**config.mk**
```make
export PLATFORM = sky130hd
export DESIGN_NAME = vram_arbiter_flat
export DESIGN_NICKNAME = d
export VERILOG_FILES = /design/src/rtl/vram_arbiter_if.sv /design/src/rtl/vram_arbiter.sv /design/src/flat_wrapper.sv
export SDC_FILE = /design/constraint.sdc
export NUM_CORES = 1
export LEC_CHECK = 0
export ABC_AREA = 1
export CORE_ASPECT_RATIO = 1.25
export CORE_UTILIZATION = 41
export DETAILED_ROUTE_END_ITERATION = 7
export PLACE_DENSITY = 0.82
export SYNTH_ARGS = -nofsm -noshare
export SYNTH_HDL_FRONTEND = slang
export SYNTH_SLANG_ARGS = --single-unit
```
**constraint.sdc**
```tcl
create_clock -name clk -period 2.2 [get_ports clk]
set_input_delay 0.44 -clock clk [delete_from_list [all_inputs] [get_ports clk]]
set_output_delay 0.44 -clock clk [all_outputs]
set_load 0.005 [all_outputs]
```
**src/rtl/vram_arbiter_if.sv**
```systemverilog
// Bus bundle for the VRAM arbiter: VGA fetch port, CPU MMIO port and the RAM command/read port.
// The slave modport is the arbiter's view; the master modport is the surrounding SoC's view.
interface vram_arbiter_if #(
   parameter int AW = 15,
   parameter int DW = 12
);
   logic          vga_req;
   logic [AW-1:0] vga_addr;
   logic          vga_gnt;
   logic          vga_rvalid;
   logic [DW-1:0] vga_rdata;

   logic          cpu_req;
   logic          cpu_we;
   logic [AW-1:0] cpu_addr;
   logic [DW-1:0] cpu_wdata;
   logic          cpu_gnt;
   logic          cpu_rvalid;
   logic [DW-1:0] cpu_rdata;

   logic          mem_en;
   logic          mem_we;
   logic [AW-1:0] mem_addr;
   logic [DW-1:0] mem_wdata;
   logic [DW-1:0] mem_rdata;

   modport slave (
      input  vga_req, vga_addr, cpu_req, cpu_we, cpu_addr, cpu_wdata, mem_rdata,
      output vga_gnt, vga_rvalid, vga_rdata, cpu_gnt, cpu_rvalid, cpu_rdata,
             mem_en, mem_we, mem_addr, mem_wdata
   );

   modport master (
      output vga_req, vga_addr, cpu_req, cpu_we, cpu_addr, cpu_wdata, mem_rdata,
      input  vga_gnt, vga_rvalid, vga_rdata, cpu_gnt, cpu_rvalid, cpu_rdata,
             mem_en, mem_we, mem_addr, mem_wdata
   );
endinterface

```
**src/rtl/vram_arbiter.sv**
```systemverilog
// Two-port arbiter for a single-port synchronous VRAM: VGA has fixed priority, a starvation
// counter lets the CPU win a conflict after STARVE_LIMIT stalls. Two-cycle read latency, pipelined.
module vram_arbiter #(
   parameter int AW           = 15,
   parameter int DW           = 12,
   parameter int STARVE_LIMIT = 8
) (
   input  logic           clk,
   input  logic           rst_n,
   vram_arbiter_if.slave  bus
);
   localparam logic [7:0] LIMIT = 8'(STARVE_LIMIT);

   logic [7:0]    starve_cnt;
   logic          starve_full;
   logic          vga_gnt;
   logic          cpu_gnt;
   logic          mem_en_q;
   logic          mem_we_q;
   logic [AW-1:0] mem_addr_q;
   logic [DW-1:0] mem_wdata_q;
   logic [1:0]    tag_cmd;
   logic [1:0]    tag_rsp;

   // CPU only overrides VGA once it has been stalled STARVE_LIMIT times in a row
   always_comb begin
      starve_full = (starve_cnt == LIMIT);
      vga_gnt     = 1'b0;
      cpu_gnt     = 1'b0;
      if (rst_n) begin
         vga_gnt = bus.vga_req && !(bus.cpu_req && starve_full);
         cpu_gnt = bus.cpu_req && (!bus.vga_req || starve_full);
      end
   end

   always_ff @(posedge clk) begin
      if (!rst_n) begin
         starve_cnt <= 8'd0;
      end else if (cpu_gnt) begin
         starve_cnt <= 8'd0;
      end else if (bus.cpu_req && !starve_full) begin
         starve_cnt <= starve_cnt + 8'd1;
      end
   end

   // Command stage; address/data hold their last value when no grant is issued
   always_ff @(posedge clk) begin
      if (!rst_n) begin
         mem_en_q    <= 1'b0;
         mem_we_q    <= 1'b0;
         mem_addr_q  <= '0;
         mem_wdata_q <= '0;
         tag_cmd     <= 2'b00;
         tag_rsp     <= 2'b00;
      end else begin
         mem_en_q <= vga_gnt || cpu_gnt;
         mem_we_q <= cpu_gnt && bus.cpu_we;
         if (cpu_gnt) begin
            mem_addr_q <= bus.cpu_addr;
         end else if (vga_gnt) begin
            mem_addr_q <= bus.vga_addr;
         end
         if (cpu_gnt && bus.cpu_we) begin
            mem_wdata_q <= bus.cpu_wdata;
         end
         tag_cmd <= {vga_gnt, cpu_gnt && !bus.cpu_we};
         tag_rsp <= tag_cmd;
      end
   end

   assign bus.vga_gnt    = vga_gnt;
   assign bus.cpu_gnt    = cpu_gnt;
   assign bus.mem_en     = mem_en_q;
   assign bus.mem_we     = mem_we_q;
   assign bus.mem_addr   = mem_addr_q;
   assign bus.mem_wdata  = mem_wdata_q;
   assign bus.vga_rvalid = tag_rsp[1];
   assign bus.cpu_rvalid = tag_rsp[0];
   assign bus.vga_rdata  = bus.mem_rdata;
   assign bus.cpu_rdata  = bus.mem_rdata;
endmodule

```
**src/flat_wrapper.sv**
```systemverilog
// flat-port wrapper written by rule: the top's interface ports become plain ports
module vram_arbiter_flat 
#(
   parameter int AW           = 15,
   parameter int DW           = 12,
   parameter int STARVE_LIMIT = 8
)
  (clk, rst_n, bus_vga_req, bus_vga_addr, bus_cpu_req, bus_cpu_we, bus_cpu_addr, bus_cpu_wdata, bus_mem_rdata, bus_vga_gnt, bus_vga_rvalid, bus_vga_rdata, bus_cpu_gnt, bus_cpu_rvalid, bus_cpu_rdata, bus_mem_en, bus_mem_we, bus_mem_addr, bus_mem_wdata);
  vram_arbiter_if #(.AW(AW), .DW(DW)) bus_i ();
  input  logic clk;
  input  logic rst_n;
  input wire logic [$bits(bus_i.vga_req)-1:0] bus_vga_req;
  input wire logic [$bits(bus_i.vga_addr)-1:0] bus_vga_addr;
  input wire logic [$bits(bus_i.cpu_req)-1:0] bus_cpu_req;
  input wire logic [$bits(bus_i.cpu_we)-1:0] bus_cpu_we;
  input wire logic [$bits(bus_i.cpu_addr)-1:0] bus_cpu_addr;
  input wire logic [$bits(bus_i.cpu_wdata)-1:0] bus_cpu_wdata;
  input wire logic [$bits(bus_i.mem_rdata)-1:0] bus_mem_rdata;
  output wire logic [$bits(bus_i.vga_gnt)-1:0] bus_vga_gnt;
  output wire logic [$bits(bus_i.vga_rvalid)-1:0] bus_vga_rvalid;
  output wire logic [$bits(bus_i.vga_rdata)-1:0] bus_vga_rdata;
  output wire logic [$bits(bus_i.cpu_gnt)-1:0] bus_cpu_gnt;
  output wire logic [$bits(bus_i.cpu_rvalid)-1:0] bus_cpu_rvalid;
  output wire logic [$bits(bus_i.cpu_rdata)-1:0] bus_cpu_rdata;
  output wire logic [$bits(bus_i.mem_en)-1:0] bus_mem_en;
  output wire logic [$bits(bus_i.mem_we)-1:0] bus_mem_we;
  output wire logic [$bits(bus_i.mem_addr)-1:0] bus_mem_addr;
  output wire logic [$bits(bus_i.mem_wdata)-1:0] bus_mem_wdata;
  assign bus_i.vga_req = bus_vga_req;
  assign bus_i.vga_addr = bus_vga_addr;
  assign bus_i.cpu_req = bus_cpu_req;
  assign bus_i.cpu_we = bus_cpu_we;
  assign bus_i.cpu_addr = bus_cpu_addr;
  assign bus_i.cpu_wdata = bus_cpu_wdata;
  assign bus_i.mem_rdata = bus_mem_rdata;
  assign bus_vga_gnt = bus_i.vga_gnt;
  assign bus_vga_rvalid = bus_i.vga_rvalid;
  assign bus_vga_rdata = bus_i.vga_rdata;
  assign bus_cpu_gnt = bus_i.cpu_gnt;
  assign bus_cpu_rvalid = bus_i.cpu_rvalid;
  assign bus_cpu_rdata = bus_i.cpu_rdata;
  assign bus_mem_en = bus_i.mem_en;
  assign bus_mem_we = bus_i.mem_we;
  assign bus_mem_addr = bus_i.mem_addr;
  assign bus_mem_wdata = bus_i.mem_wdata;
  vram_arbiter #(.AW(AW), .DW(DW), .STARVE_LIMIT(STARVE_LIMIT)) u_core (.clk(clk), .rst_n(rst_n), .bus(bus_i));
endmodule
```
==> run notes, run 1 <==
run results: status=finished clean, CTS clock-pin slew for the worst setup and hold paths=80 ps, multi-input gates=168, Seq area share=29.1%, Signal buf overhead=30.1%, power density over the cells=549 mW/mm², Fin Setup TNS=0 ps, Tcrit/Tclk final=91.0%, overall power=1560 µW, crit-path max FO=4, post-route minimum period=2000 ps, placed cell area=0.00273 mm², VDD IR max=0.324 mV, Synth cell types=23, number of global-route vias before repair=1829, first-pass GRT wire length=8.03 mm, Worst setup endpoint=bus_cpu_gnt, Slew HR=68.7%, Seq Cell Count=41, Crit Reg-Reg Endpoint=u_core.bus.mem_wdata[1], DRC marker count from the first detailed-route iteration=49, worst r2r src=u_core.starve_cnt[1], Synth Register Bits=41, H-tree Lvls=2, max-slew violations=0, chip area=0.00531 mm², Layout area overhead=37.9%, CTS tree=built, Clock buf/inv share=3.17%, Floorplan Nets=335, R2R cell count=8, first drt pass iteration count=4, Pre-Place Util=43.2%, fmax=499 MHz, crit path DRT=1760 ps, Final Setup Violations=0, Ys Warns=0, # DRC=0, CP endpoint kind=output port, type of the worst setup path=flop to output port, Final GP Congestion=0.908, yosys stat area=0.00206 mm², antenna cells=0, tool warnings=27, cell row count=28, wirelength, routed=4.99 mm, Hold Violations, Final=0, hold path startpoint=u_core.tag_cmd[1], Non-clk invs=28, clk buf depth=2, port bufs=79, Slew @ Worst Pin=465 ps, Vias/cell=4.90, grt ovf=0, hold path depth=2, Top class by area=multi-input combinational cells, Layout Skew=4.61 ps, WL per Instance=12.7 µm, Worst Setup Slack, final=198 ps, area occupied by multi-input gates=887 µm², cells after synthesis=274, Hold Crit Class=flop to flop, area of the mapped netlist=0.00206 mm², layout cells sized above 1=11.4%, hpwl dp=3.55 mm, Avg Cell Area, Syn=7.51 µm², ys cells=274, # clk buffers=6, CTS root buf=clkbuf_8, Via Count=1922, TritonCTS Buffers=5, Buffers, non-clock=88, FF+latch area=826 µm², largest net degree at the start of global routing=46, initial antenna violation count=0, fill cell count=443, # clock sinks=41, combinational share of cell area=31.3%, r2r setup slk=490 ps, Critical Path Start Type=flop, # Taps=60, sequential area share after synthesis=39.9%, Leak Pwr=0.00124 µW, maxcap violations=0, final instance area=0.00284 mm², crit path from=u_core.starve_cnt[1], WP data arrival=1560 ps, post-CTS setup buffers=0, setup slack at placement=6.60 ps, Final Net Count=393, Routed Antenna Nets=0, Ports=116, Total GRT Usage=19.9%, RSZ-0062 raised after global routing=false
run 1: per-layer routing:
layer  routed length (µm)  vias up  track usage, %  share of wire [%]
li1                     -      977               -                  -
met1                 2080      858            21.8                 42
met2                 2390       64            34.3                 48
met3                  326       23            3.37                6.5
met4                  186        0            14.1                3.7
met5                    0        -               0                  0
run 1: flip-flops by register name (all words and copies together) (netlist names):
name and count:
u_core.starve_cnt 8, u_core.bus.mem_en 1, u_core.tag_rsp 2, u_core.bus.mem_wdata 12, u_core.bus.mem_addr 15, u_core.bus.mem_we 1
u_core.tag_cmd 2
run 1: synthesized netlist by cell type:
cell      number  area, µm²
nor2_8         1       20.0
inv_2          1       3.75
nand2_1       77        289
ha_1           2       25.0
xnor2_1        1       8.76
buf_4         24        180
nor2_1         5       18.8
o21ai_2       10       87.6
nand3_4        2       35.0
nand3b_1       2       15.0
buf_2          7       35.0
buf_1          2       7.51
buf_6          2       22.5
nor3_1         2       10.0
nand4_1       17        106
xor2_1         2       17.5
a21oi_1       10       50.1
nand3_1       27        135
inv_1         27        101
dfxtp_1       41        821
clkbuf_1       2       7.51
o21ai_4        1       16.3
o21ai_0        9       45.0
run 1: through the flow:
stage                     hold slack (ps)  utilization (%)  instances
after floorplan                       390                -        274
after global placement                394             57.4        385
after detailed placement              402             57.4        385
after CTS                             420             59.4        392
after global routing                  442             59.6        392
final                                 415             59.6        392
run 1: how the worst min path moves through the flow:
stage / end / slack (ps)
floorplan: u_core.tag_rsp[0] / 390
CTS: u_core.tag_rsp[1] / 420
detailed placement: u_core.tag_rsp[1] / 400
finish: u_core.tag_rsp[1] / 420
global placement: u_core.tag_rsp[1] / 390
global route: u_core.tag_rsp[0] / 440
run 1: critical path, stage by stage (launching register included):
cell and delay (ps):
dfxtp_4 360, inv_1 70, ha_2 190, nand3_4 100, o21ai_4 180, nand3_4 80, inv_1 60, dlygate4sd2_1 230
run 1: kinds of logic after synthesis:
group / Yosys count / share of synthesized area (%)
AND-OR/OR-AND: 30 / 9.67
XOR/XNOR: 3 / 1.28
adder cells (fa/ha/maj): 2 / 1.22
buffers and inverters: 65 / 17.4
flip-flops: 41 / 39.9
AND/OR/NAND/NOR: 133 / 30.6
run 1: power breakdown:
group | switching, µW | total, µW | leakage [µW] | internal, µW
clock network | 251 | 499 | 0.0000433 | 248
logic | 111 | 271 | 0.000856 | 160
registers | 16.1 | 789 | 0.000336 | 773
run 1: cell usage in the layout (no fill, tap or decap), drive strengths merged:
| cell | n |
|---|---|
| a21oi | 10 |
| buf | 10 |
| clkbuf | 6 |
| clkdlybuf4s50 | 76 |
| clkinvlp | 1 |
| dfxtp | 41 |
| dlygate4sd2 | 1 |
| dlymetal6s2s | 1 |
| ha | 2 |
| inv | 28 |
| nand2 | 77 |
| nand3 | 29 |
| nand3b | 2 |
| nand4 | 17 |
| nor2 | 6 |
| nor3 | 2 |
| o21ai | 20 |
| xnor2 | 1 |
| xor2 | 2 |
run 1: repair_timing:
| item | in CTS | in global routing |
|---|---|---|
| pin swaps | 3 | 1 |
| gates resized | 6 | 3 |
| endpoints found under the setup margin | 2 | 1 |
| endpoints found under the hold margin | 0 | 0 |
| hold buffers | 0 | 0 |
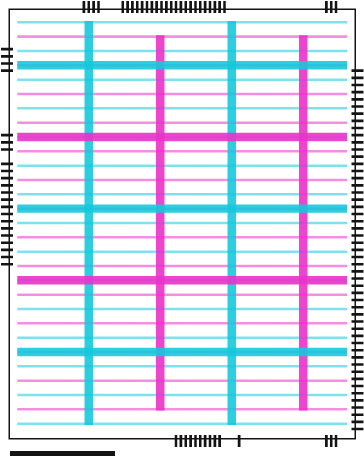
Figure 1: run 1, PDN straps and rails.
The bar under the picture is 20 µm long. Pins as bars on the die edge.
- VSS: cyan
- VDD: magenta
- met4 straps: 4
- signal pins: 116
Die X: 65.4 µm
Die H: 81.2 µm
core area: 0.00476 mm²

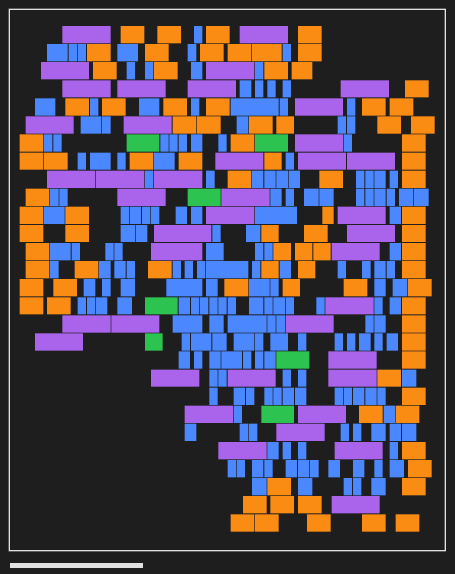
Figure 2: run 1, cell classes on the final placement.
The bar under the picture is 20 µm long.
- flip-flops: purple (cells 41)
- other buffers and delay cells: orange (cells 88)
- all other logic: blue (cells 196)
- clock drivers and dummy loads: green (cells 7)

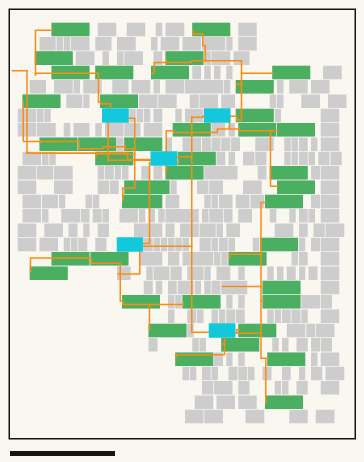
Figure 3: run 1, routed clock nets over the placement.
The bar under the picture is 20 µm long.
- cells driving clock nets: cyan (count 5)
- clock wires: orange (length 482 µm)
- flip-flops: green (count 41)
- routed clock nets: 6
clock-net power: 499 µW
Latency at later pin: 290 ps

Figure 4. Congestion heat map (run 1).
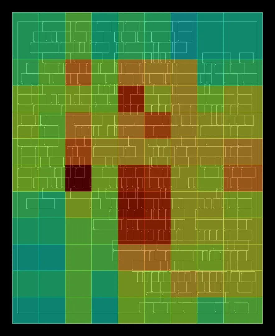

==> run 1 -> run 2 <==
--- a/config.mk
+++ b/config.mk
@@ -10,6 +10,8 @@
 export CORE_UTILIZATION = 41
 export DETAILED_ROUTE_END_ITERATION = 7
 export PLACE_DENSITY = 0.82
+export RECOVER_POWER = 25
+export SKIP_CTS_REPAIR_TIMING = 1
 export SYNTH_ARGS = -nofsm -noshare
 export SYNTH_HDL_FRONTEND = slang
 export SYNTH_SLANG_ARGS = --single-unit
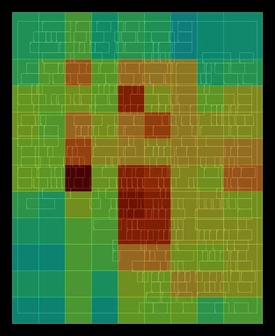
Figure 5: run 2, congestion heat map.
met2 Usage GRT: 34.5%
WL per Instance: 12.7 µm
met1 Use GR: 21.9%

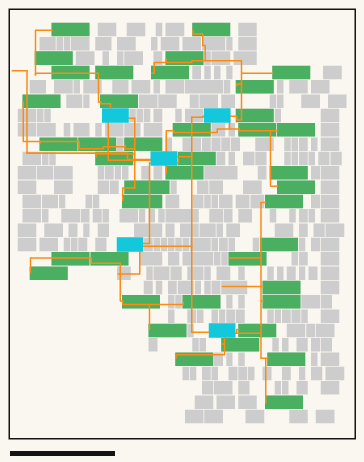
Figure 6: run 2, routed clock nets over the placement.
The bar under the picture is 20 µm long.
- clock wires: orange (length 481 µm)
- flip-flops: green (count 41)
- cells driving clock nets: cyan (count 5)
- flops lie: all over the die

==> run 2 against run 1 <==
  * Combinational power is essentially flat
  * Maximum frequency grew 5.3%
  * Wire length shrank 0.10%
  * Hold slack is essentially flat
  * Clock power is essentially flat
  * Synthesized area is the same
  * Highest routed layer unchanged
==> run notes, run 2 <==
run results: status=finished clean, H-tree Lvls=2, layout cells sized above 1=11.7%, number of global-route vias before repair=1817, chip area=0.00531 mm², Critical Path Start Type=flop, TritonCTS Buffers=5, grt ovf=0, Total GRT Usage=19.8%, Final Setup Violations=0, Floorplan Nets=335, Worst Setup Slack, final=298 ps, Pre-Place Util=43.2%, DRC marker count from the first detailed-route iteration=50, Hold Violations, Final=0, # clock sinks=41, wirelength, routed=4.98 mm, post-route minimum period=1900 ps, initial antenna violation count=0, dominant cell type by area after synthesis=dfxtp_1, fmax=526 MHz, ys cells=274, RSZ-0062 raised after global routing=false, Max stage delay on crit path=360 ps, antenna cells=0, CP cell instances=inv_1, ha_2, nand3_4, o21ai_4, nand3_4, inv_1, dlymetal6s2s_1, max reg flops=15, biggest area cells=dfxtp_1 (40%), nand2_1 (14%), buf_4 (8.8%), tool warnings=27, final hold slack=415 ps, hold path startpoint=u_core.tag_cmd[1], Vias/cell=4.88, CP endpoint kind=output port, power density over the cells=547 mW/mm², CTS tree=built, Layout Skew=5.01 ps, hpwl dp=3.55 mm, Via Count=1912, CTS root buf=clkbuf_8, Slew HR=69.5%, CTS clock-pin slew for the worst setup and hold paths=80 ps, max-slew violations=0, type of the worst setup path=flop to output port, Ys Warns=0, cells after synthesis=274, Avg Cell Area, Syn=7.51 µm², Post-synth ARST share=0%, cell row count=28, Synth Flop Type=dfxtp_1, Leak Pwr=0.00125 µW, Slew @ Worst Pin=455 ps, R2R cell count=8, Routed Antenna Nets=0, most common cell after layout, fill and taps aside=clkdlybuf4s50_1, Latency at later pin=290 ps, setup slack at placement=6.60 ps, area of the mapped netlist=0.00206 mm², # DRC=0, Final Net Count=393, Tcrit/Tclk final=86.4%, WP data arrival=1460 ps, Post-synth EDFFs=0, worst r2r src=u_core.starve_cnt[1], maxcap violations=0, Synth top area share=39.9%, Ports=116, Synth top cell by count=nand2_1, first-pass GRT wire length=8.02 mm, sequential area share after synthesis=39.9%, yosys stat area=0.00206 mm², clk buf depth=2, largest net degree at the start of global routing=46, Synth cell types=23, Post-synth top cells=nand2_1 (77), dfxtp_1 (41), inv_1 (27), nand3_1 (27), buf_4 (24), core area=0.00476 mm², port bufs=79, crit path from=u_core.starve_cnt[1], Layout area overhead=38.4%, first drt pass iteration count=4, Die H=81.2 µm, Die X=65.4 µm, Final GP Congestion=0.908, crit-path max FO=4
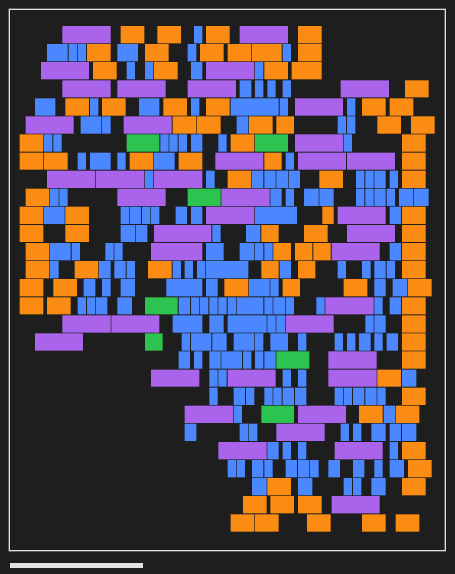
Figure 7: run 2, cell classes on the final placement.
The bar under the picture is 20 µm long.
- all other logic: blue (cells 196)
- flip-flops: purple (cells 41)
- other buffers and delay cells: orange (cells 88)
- clock drivers and dummy loads: green (cells 7)
Final Core Density: 59.8%
final instance area: 0.00285 mm²

==> run 2: cell count changes in the layout (fill, tap and decap cells not counted) <==
cell / change
nor2_4: +1
dlygate4sd2_1: -1
nand2_1: -1
nor2_2: -1
dlymetal6s2s_1: +1
nand2_2: +1
==> run 2: worst max-delay path: cells and delay by family, from the launching register on <==
family / cells / cell delay, ps
AOI/OAI and AO/OA: 1 / 180
adders and majority gates: 1 / 190
buffers and inverters: 3 / 250
DFF: 1 / 360
and+or+nand+nor: 2 / 190
==> run 2: cell type report <==
class,instances,area [µm²]
Clock buffer,6,82.6
Clock inverter,1,7.51
Fill cell,443,1920
Inverter,28,105
Multi-Input combinational cell,168,895
Sequential cell,41,826
Tap cell,60,75.1
Timing Repair Buffer,88,858
==> run 2: report_power, final <==
group	total (µW)	internal, µW	switching (µW)
Clock	498	248	250
Combinational	271	160	111
Sequential	789	773	16.2
==> run 2: logic make-up (layout without fill, tap and decap cells) <==
group,Yosys count,in the layout,share of synthesized area (%)
AOI/OAI and AO/OA,30,30,9.67
xor gates and xnor gates,3,3,1.28
adders and majority gates,2,2,1.22
buffers and inverters,65,123,17.4
DFF,41,41,39.9
and+or+nand+nor,133,133,30.6
==> run 2: per-layer routing <==
layer | GRT usage, % | share of wire, %
met1 | 21.9 | 41
met2 | 34.5 | 48
met3 | 3.37 | 7.6
met4 | 13.3 | 3.7
met5 | 0 | 0
==> run 2: path summary, 6_finish.rpt <==
path                             endpoint  slack, ps
hold / removal          u_core.tag_rsp[1]        420
setup / recovery              bus_cpu_gnt        300
setup reg to reg  u_core.bus.mem_wdata[1]        480
hold reg to reg         u_core.tag_rsp[1]        420
==> run 2: per-stage QoR <==
stage | instances | TNS [ps] | cell area (µm²) | power [µW]
floorplan | 274 | 0 | 2060 | 942
global placement | 385 | 0 | 2730 | 1070
detailed placement | 385 | 0 | 2730 | 1080
CTS | 392 | -253 | 2820 | 1570
global route | 392 | 0 | 2850 | 1640
finish | 392 | 0 | 2850 | 1560
Figure 8. Wiring by layer (run 2).
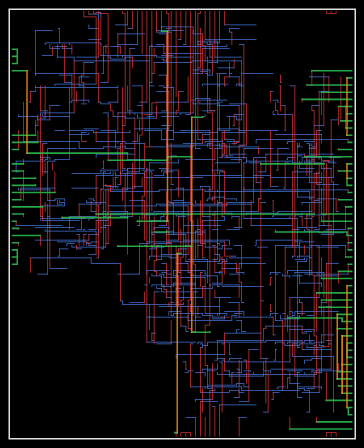

==> run 2 -> run 3 <==
--- a/config.mk
+++ b/config.mk
@@ -9,6 +9,7 @@
 export CORE_ASPECT_RATIO = 1.25
 export CORE_UTILIZATION = 41
 export DETAILED_ROUTE_END_ITERATION = 7
+export GPL_ROUTABILITY_DRIVEN = 0
 export PLACE_DENSITY = 0.82
 export RECOVER_POWER = 25
 export SKIP_CTS_REPAIR_TIMING = 1
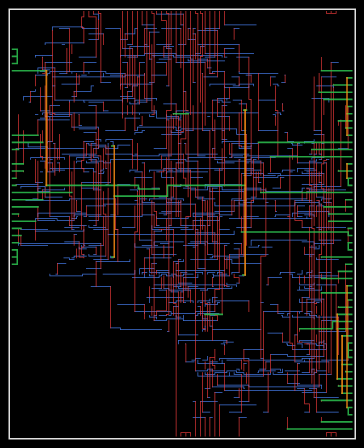
Figure 9: run 3, wiring by layer.
- met4: orange (wire length 134 µm)
- met1: blue (wire length 2000 µm)
- met2: red (wire length 2460 µm)
- met3: green (wire length 340 µm)

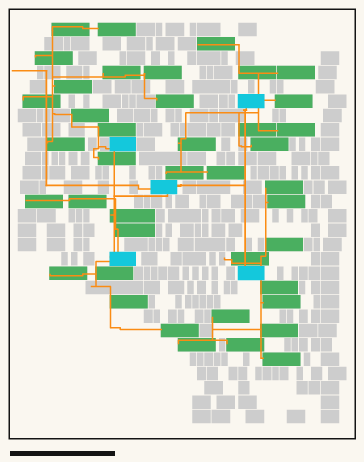
Figure 10: run 3, routed clock nets over the placement.
The bar under the picture is 20 µm long.
- flip-flops: green (count 41)
- clock wires: orange (length 457 µm)
- cells driving clock nets: cyan (count 5)
- flops lie: all over the die
- routed clock nets: 6

==> run 3 against run 2 <==
  * Sequential power barely moved
  * Cell count grew 0.51%
  * Critical path depth grew 1
  * Flip-flop count did not move
  * Utilization up 0.76 points
  * Wire length down 1.0%
  * Clock skew rose by 4.4 ps
  * Final area up 1.3%
  * Global-route usage shrank 0.86 points
  * Via count shrank 0.99%
  * Register-to-register slack better by 30 ps
  * Synthesized area unchanged
==> run notes, run 3 <==
run results: status=finished clean, power density over the cells=581 mW/mm², WP data arrival=1460 ps, Critical Path Start Type=flop, crit path from=u_core.starve_cnt[0], hold path startpoint=u_core.tag_cmd[1], Hold Violations, Final=0, Sw Share=22.2%, most common logic cells in the final layout=nand2_1 (77), clkdlybuf4s50_1 (75), dfxtp_1 (39), nand3_1 (27), inv_1 (25), Internal Power=1310 µW, initial antenna violation count=0, maxcap violations=0, area of the mapped netlist=0.00206 mm², Synth cell types=23, Die H=81.2 µm, Latency at later pin=290 ps, CTS clock-pin slew for the worst setup and hold paths=70 ps, wirelength, routed=4.93 mm, Vias/cell=4.80, post-route minimum period=1900 ps, Synth Register Bits=41, Layout Skew=9.42 ps, DRC marker count from the first detailed-route iteration=57, Die X=65.4 µm, Synth top cell by count=nand2_1, Final Setup Violations=0, number of global-route vias before repair=1786, chip area=0.00531 mm², ys cells=274, # clock sinks=41, largest net degree at the start of global routing=45, Clk pwr share=36.6%, Psw=372 µW, most common cell after layout, fill and taps aside=nand2_1, TritonCTS Buffers=5, antenna cells=0, Final Core Density=60.6%, Avg Cell Area, Syn=7.51 µm², CTS root buf=clkbuf_8, Layout area overhead=40.2%, Floorplan Nets=335, first drt pass iteration count=4, tool warnings=27, Tcrit/Tclk final=86.4%, cells after synthesis=274, Ports=116, Post-synth top cells=nand2_1 (77), dfxtp_1 (41), inv_1 (27), nand3_1 (27), buf_4 (24), WL per Instance=12.5 µm, Routed Antenna Nets=0, Ys Warns=0, max-slew violations=0, Slew @ Worst Pin=487 ps, port bufs=79, Hold Crit Class=flop to flop, biggest area cells=dfxtp_1 (40%), nand2_1 (14%), buf_4 (8.8%), setup slack at placement=-14.4 ps, placed cells=385, CTS tree=built, H-tree Lvls=2, VDD IR max=0.349 mV, sequential area share after synthesis=39.9%, core area=0.00476 mm², Final Instance Count excl. Fillers=394, Comb pwr share=16.3%, Synth Flop Type=dfxtp_1, type of the worst setup path=flop to output port, Final Net Count=394, Total GRT Usage=19.0%, worst r2r src=u_core.starve_cnt[0], clk buf depth=2, dominant cell type by area after synthesis=dfxtp_1, first-pass GRT wire length=7.66 mm, max reg flops=15, Pre-Place Util=43.2%, layout cells sized above 1=11.4%, crit-path max FO=4, hpwl dp=3.55 mm, crit path DRT=1760 ps, CP endpoint kind=output port, overall power=1680 µW, Leak Pwr=0.00128 µW, Post-synth ARST share=0%, yosys stat area=0.00206 mm², fmax=526 MHz, final hold slack=415 ps, RSZ-0062 raised after global routing=false, Synth top area share=39.9%, Post-synth EDFFs=0, grt ovf=0, Worst Setup Slack, final=300 ps, fill cell count=428, Reg power frac=47.1%, Via Count=1893, Slew HR=67.3%, # DRC=0
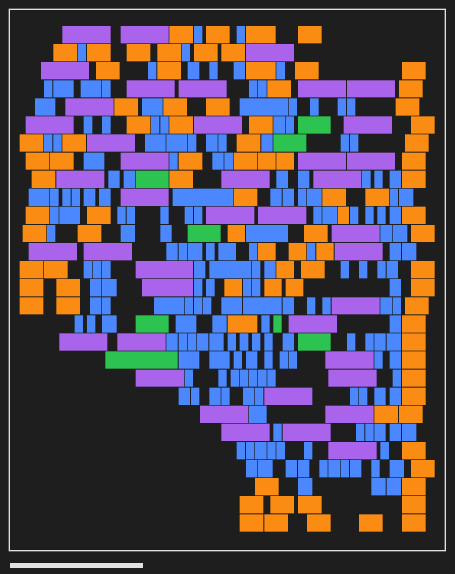
Figure 11: run 3, cell classes on the final placement.
The bar under the picture is 20 µm long.
- other buffers and delay cells: orange (cells 89)
- clock drivers and dummy loads: green (cells 8)
- flip-flops: purple (cells 41)
- all other logic: blue (cells 196)
cell row count: 28
final instance area: 0.00289 mm²
Seq area share: 28.6%

run 3: cell types whose count changed in the layout (fill, tap and decap cells not counted), sizes merged:
| cell | before | now |
|---|---|---|
| buf | 10 | 11 |
| bufinv | 0 | 1 |
| clkbuf | 6 | 7 |
| clkdlybuf4s50 | 76 | 75 |
| clkinvlp | 1 | 0 |
| dlymetal6s2s | 2 | 3 |
run 3: area by class of cell:
type	instances	area, µm²	area share, %
clock buffer	7	86.3	2.99
clock inverter	1	30.0	1.04
inverter	28	108	3.73
multi-input combinational	168	892	30.9
sequential	41	826	28.6
tap	60	75.1	2.60
timing repair buffer	89	868	30.1
run 3: cells by family after synthesis:
group	share of synthesized area, %
and+or+nand+nor	30.6
buffers and inverters	17.4
DFF	39.9
AOI/OAI and AO/OA	9.67
xor gates and xnor gates	1.28
adders and majority gates	1.22
run 3: per-layer routing:
layer / share of wire (%) / vias to the layer above / global-route usage [%]
met1: 41 / 834 / 20.6
met3: 6.9 / 21 / 4.07
met2: 50 / 57 / 33.8
li1: - / 981 / -
met5: 0 / - / 0
met4: 2.7 / 0 / 10.7
run 3: per-stage QoR:
step	TNS, ps	area (µm²)
3_5_place_dp	-14.4	2730
6_report	0	2890
2_1_floorplan	0	2060
4_1_cts	-287	2850
3_3_place_gp	0	2730
5_1_grt	0	2890
run 3: worst paths after layout:
kind | to | slack, ps | depth (start not counted)
worst min-delay path | u_core.tag_rsp[1] | 410 | 2
worst min register to register | u_core.tag_rsp[1] | 410 | 2
worst max-delay path | bus_vga_gnt | 300 | 8
worst max register to register | u_core.starve_cnt[3] | 510 | 9
run 3: power groups by stage:
stage,Clock [µW],Combinational [µW],Sequential [µW]
2_1_floorplan,0,135,807
3_5_place_dp,0,269,806
5_1_grt,668,299,792
3_3_place_gp,0,266,805
4_1_cts,631,272,788
6_report,614,274,789
run 3: critical path, cell delays in order (launching register included):
cell and delay, ps:
dfxtp_4 360, inv_4 70, ha_4 140, nand3_4 90, nor2_1 130, nand2_1 80, nand2_1 110, inv_1 50
dlymetal6s2s_1 140
Power figures rest on the tool's default switching activity, not on a simulated workload.
